<file path="config.mk">
export PLATFORM = sky130hd
export DESIGN_NAME = vram_arb_flat
export DESIGN_NICKNAME = d
export VERILOG_FILES = /design/src/rtl/vram_arb_if.sv /design/src/rtl/vram_arb.sv /design/src/flat_wrapper.sv
export SDC_FILE = /design/constraint.sdc
export NUM_CORES = 1
export LEC_CHECK = 0
export ABC_AREA = 1
export CORE_MARGIN = 3
export CORE_UTILIZATION = 29
export DETAILED_ROUTE_END_ITERATION = 10
export SYNTH_ARGS = -nofsm -noshare
export SYNTH_HDL_FRONTEND = slang
export SYNTH_SLANG_ARGS = --single-unit
</file>
<file path="constraint.sdc">
create_clock -name clk -period 1.4 [get_ports clk]
set_input_delay 0.28 -clock clk [delete_from_list [all_inputs] [get_ports clk]]
set_output_delay 0.28 -clock clk [all_outputs]
set_load 0.02 [all_outputs]
</file>
<file path="src/rtl/vram_arb_if.sv">
// vram_arb client/vram bundle: video fetch, host access and vram port.
// slave = arbiter side, master = clients plus memory side.
interface vram_arb_if;
   logic        vid_sel;
   logic [15:0] vid_addr;
   logic        vid_stall;
   logic        vid_data_valid;
   logic [15:0] vid_data;
   logic        host_req;
   logic        host_wr;
   logic [15:0] host_addr;
   logic [15:0] host_data_in;
   logic        host_busy;
   logic        host_ack;
   logic [15:0] host_rd_data;
   logic        vram_sel;
   logic        vram_wr_en;
   logic [15:0] vram_addr;
   logic [15:0] vram_data_in;
   logic [15:0] vram_data_out;

   modport slave (
      input  vid_sel, vid_addr,
      input  host_req, host_wr, host_addr, host_data_in,
      input  vram_data_out,
      output vid_stall, vid_data_valid, vid_data,
      output host_busy, host_ack, host_rd_data,
      output vram_sel, vram_wr_en, vram_addr, vram_data_in
   );

   modport master (
      output vid_sel, vid_addr,
      output host_req, host_wr, host_addr, host_data_in,
      output vram_data_out,
      input  vid_stall, vid_data_valid, vid_data,
      input  host_busy, host_ack, host_rd_data,
      input  vram_sel, vram_wr_en, vram_addr, vram_data_in
   );
endinterface

</file>
<file path="src/rtl/vram_arb.sv">
// Video/host arbiter in front of the single-port 64Kx16 vram.
// Optional host starvation guard: define VRAM_ARB_STARVE_GUARD_EN.
module vram_arb #(
   parameter int STARVE_LIMIT = 8
) (
   input logic       clk,
   input logic       reset_n,
   vram_arb_if.slave bus
);

   typedef enum logic [1:0] {IDLE, PEND, DATA, ACK} state_t;

   state_t      state;
   logic        lat_wr;
   logic [15:0] lat_addr;
   logic [15:0] lat_data;
   logic        busy_q;
   logic        ack_q;
   logic        vdv_q;
   logic [15:0] rd_q;
   logic        force_host;
   logic        vid_gnt;
   logic        host_gnt;

   // Out-of-range limit only leaves this marker scope in the hierarchy
   if (STARVE_LIMIT < 2 || STARVE_LIMIT > 255) begin : g_bad_starve_limit
   end

`ifdef VRAM_ARB_STARVE_GUARD_EN
   logic [7:0] starve_cnt;

   assign force_host = (state == PEND) &&
                       (starve_cnt == 8'(STARVE_LIMIT));
   assign bus.vid_stall = reset_n && bus.vid_sel && force_host;

   always_ff @(posedge clk) begin
      if (!reset_n)
         starve_cnt <= '0;
      else if (host_gnt || state != PEND)
         starve_cnt <= '0;
      else if (bus.vid_sel)
         starve_cnt <= starve_cnt + 8'd1;
   end
`else
   assign force_host    = 1'b0;
   assign bus.vid_stall = 1'b0;
`endif

   assign vid_gnt  = reset_n && bus.vid_sel && !force_host;
   assign host_gnt = reset_n && (state == PEND) &&
                     (!bus.vid_sel || force_host);

   assign bus.vram_sel     = vid_gnt || host_gnt;
   assign bus.vram_wr_en   = host_gnt && lat_wr;
   assign bus.vram_addr    = vid_gnt ? bus.vid_addr : lat_addr;
   assign bus.vram_data_in = lat_data;

   assign bus.vid_data       = bus.vram_data_out;
   assign bus.vid_data_valid = vdv_q;
   assign bus.host_busy      = busy_q;
   assign bus.host_ack       = ack_q;
   assign bus.host_rd_data   = rd_q;

   always_ff @(posedge clk) begin
      if (!reset_n) begin
         state    <= IDLE;
         busy_q   <= 1'b0;
         ack_q    <= 1'b0;
         vdv_q    <= 1'b0;
         rd_q     <= '0;
         lat_wr   <= 1'b0;
         lat_addr <= '0;
         lat_data <= '0;
      end else begin
         vdv_q <= vid_gnt;
         unique case (state)
            IDLE: begin
               if (bus.host_req) begin
                  lat_wr   <= bus.host_wr;
                  lat_addr <= bus.host_addr;
                  lat_data <= bus.host_data_in;
                  busy_q   <= 1'b1;
                  state    <= PEND;
               end
            end
            PEND: begin
               if (host_gnt)
                  state <= DATA;
            end
            DATA: begin
               // vram_data_out still holds the host read here
               if (!lat_wr)
                  rd_q <= bus.vram_data_out;
               ack_q <= 1'b1;
               state <= ACK;
            end
            ACK: begin
               ack_q  <= 1'b0;
               busy_q <= 1'b0;
               state  <= IDLE;
            end
            default: state <= IDLE;
         endcase
      end
   end

endmodule

</file>
<file path="src/flat_wrapper.sv">
// flat-port wrapper written by rule: the top's interface ports become plain ports
module vram_arb_flat 
#(
   parameter int STARVE_LIMIT = 8
)
  (clk, reset_n, bus_vid_sel, bus_vid_addr, bus_host_req, bus_host_wr, bus_host_addr, bus_host_data_in, bus_vram_data_out, bus_vid_stall, bus_vid_data_valid, bus_vid_data, bus_host_busy, bus_host_ack, bus_host_rd_data, bus_vram_sel, bus_vram_wr_en, bus_vram_addr, bus_vram_data_in);
  vram_arb_if bus_i ();
  input logic clk;
  input logic reset_n;
  input wire logic [$bits(bus_i.vid_sel)-1:0] bus_vid_sel;
  input wire logic [$bits(bus_i.vid_addr)-1:0] bus_vid_addr;
  input wire logic [$bits(bus_i.host_req)-1:0] bus_host_req;
  input wire logic [$bits(bus_i.host_wr)-1:0] bus_host_wr;
  input wire logic [$bits(bus_i.host_addr)-1:0] bus_host_addr;
  input wire logic [$bits(bus_i.host_data_in)-1:0] bus_host_data_in;
  input wire logic [$bits(bus_i.vram_data_out)-1:0] bus_vram_data_out;
  output wire logic [$bits(bus_i.vid_stall)-1:0] bus_vid_stall;
  output wire logic [$bits(bus_i.vid_data_valid)-1:0] bus_vid_data_valid;
  output wire logic [$bits(bus_i.vid_data)-1:0] bus_vid_data;
  output wire logic [$bits(bus_i.host_busy)-1:0] bus_host_busy;
  output wire logic [$bits(bus_i.host_ack)-1:0] bus_host_ack;
  output wire logic [$bits(bus_i.host_rd_data)-1:0] bus_host_rd_data;
  output wire logic [$bits(bus_i.vram_sel)-1:0] bus_vram_sel;
  output wire logic [$bits(bus_i.vram_wr_en)-1:0] bus_vram_wr_en;
  output wire logic [$bits(bus_i.vram_addr)-1:0] bus_vram_addr;
  output wire logic [$bits(bus_i.vram_data_in)-1:0] bus_vram_data_in;
  assign bus_i.vid_sel = bus_vid_sel;
  assign bus_i.vid_addr = bus_vid_addr;
  assign bus_i.host_req = bus_host_req;
  assign bus_i.host_wr = bus_host_wr;
  assign bus_i.host_addr = bus_host_addr;
  assign bus_i.host_data_in = bus_host_data_in;
  assign bus_i.vram_data_out = bus_vram_data_out;
  assign bus_vid_stall = bus_i.vid_stall;
  assign bus_vid_data_valid = bus_i.vid_data_valid;
  assign bus_vid_data = bus_i.vid_data;
  assign bus_host_busy = bus_i.host_busy;
  assign bus_host_ack = bus_i.host_ack;
  assign bus_host_rd_data = bus_i.host_rd_data;
  assign bus_vram_sel = bus_i.vram_sel;
  assign bus_vram_wr_en = bus_i.vram_wr_en;
  assign bus_vram_addr = bus_i.vram_addr;
  assign bus_vram_data_in = bus_i.vram_data_in;
  vram_arb #(.STARVE_LIMIT(STARVE_LIMIT)) u_core (.clk(clk), .reset_n(reset_n), .bus(bus_i));
endmodule
</file>
==> results.tsv <==
metric	value	unit
Slowest Stage Delay on Critical Path	330	ps
Critical Path Sink Type	output pin	
combinational family with the most area after synthesis	simple AND/OR/NAND/NOR gates	
number of inserted diodes	0	
status	finished with violations	
commonest non-fill, non-tap cell in the layout	sky130_fd_sc_hd__nor2_1	
DRT met1 WL	3.06	mm
per-cell via count in the routed design	4.36	
post-synth top area cell	sky130_fd_sc_hd__dfxtp_1	
Post-synth area hogs	sky130_fd_sc_hd__dfxtp_1 (47%), sky130_fd_sc_hd__nor2_1 (16%), sky130_fd_sc_hd__o21ai_0 (9.5%)	
part of the Yosys area used for sequential elements	46.6	%
post-synthesis share of cell area spent on and, or, nand and nor gates	26.9	%
number of detailed-routing iterations run before antenna repair	4	
top flip-flop cell by instance count after synthesis	sky130_fd_sc_hd__dfxtp_1	
part of the power in combinational logic	47.4	%
layer with the highest usage	met2	
CP max-delay cell	sky130_fd_sc_hd__dfxtp_2	
Site Rows	32	
top routing layer used	met4	
violated checks	setup timing	
maximum fanout along the worst path	2	
top power consumer group	combinational logic	
remaining antenna violation count	0	
cell type group with the largest total delay on the critical path	flip-flops	
final instance area	3830	um2
Tool Warnings	31	
violation count after the first detailed-route iteration	41	
# setup viols final	2	
share of async-settable or async-resettable flops after synthesis	0	%
largest vdd supply drop	0.817	mV
Inverters excl. clock	9	
Post-Layout Cell Count	551	
final worst slack	-55.2	ps
yosys xor share	0	%
last element of the critical path	bus_vram_wr_en	
final design utilization	49.4	%
Logic area	980	um2
## timing repair
action                                  in CTS  in global routing
setup buffers                                2                  0
pin swaps                                    1                  4
resized                                    134                 21
hold buffers                                 0                  0
gates cloned                                 0                  2
endpoints found under the setup margin      69                 71
## how the worst min path moves through the flow
stage                              from                          to  slack, ps  cells after the start
floorplan           bus_host_data_in[8]  u_core.bus.vram_data_in[8]        430                      2
global placement          u_core.lat_wr               u_core.lat_wr        460                      2
detailed placement        u_core.lat_wr               u_core.lat_wr        470                      2
CTS                             reset_n   u_core.bus.vid_data_valid        320                      3
global route                    reset_n   u_core.bus.vid_data_valid        380                      3
finish                          reset_n   u_core.bus.vid_data_valid        380                      3
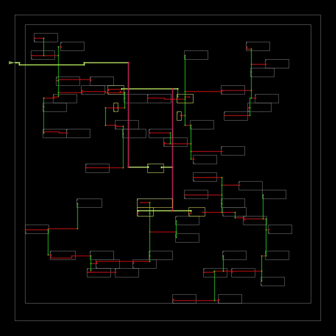
clock_nets.png
clock buffer instance count of the final layout: 7
clock buffer count from CTS: 5
setup clock skew after layout: 3.78 ps
flip-flop and latch count: 54

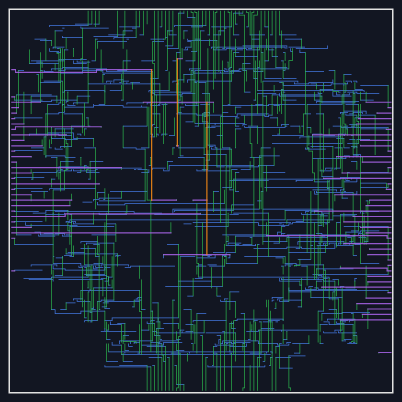
layers.png
(4 px per um)
layer	color	wire length
M4	orange	92.5 um
M1	blue	3060 um
M2	green	3110 um
M3	purple	672 um
GR Util All Layers: 14.9%
routed length per placed instance: 12.6 um
count of vias placed by the detailed router: 2403
total wire length after detailed routing: 6.94 mm

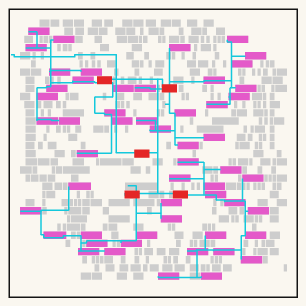
clock_wires.png
(3 px per um)
[clock-net drivers] red | count: 5
[clock wires] cyan | length: 684 um
[flip-flops] magenta | count: 54
routed clock nets	6
clock share of power: 16.8%
power attributed to the clock group: 1.03 mW

No activity file was given, so power comes from the tool's default toggle rates.
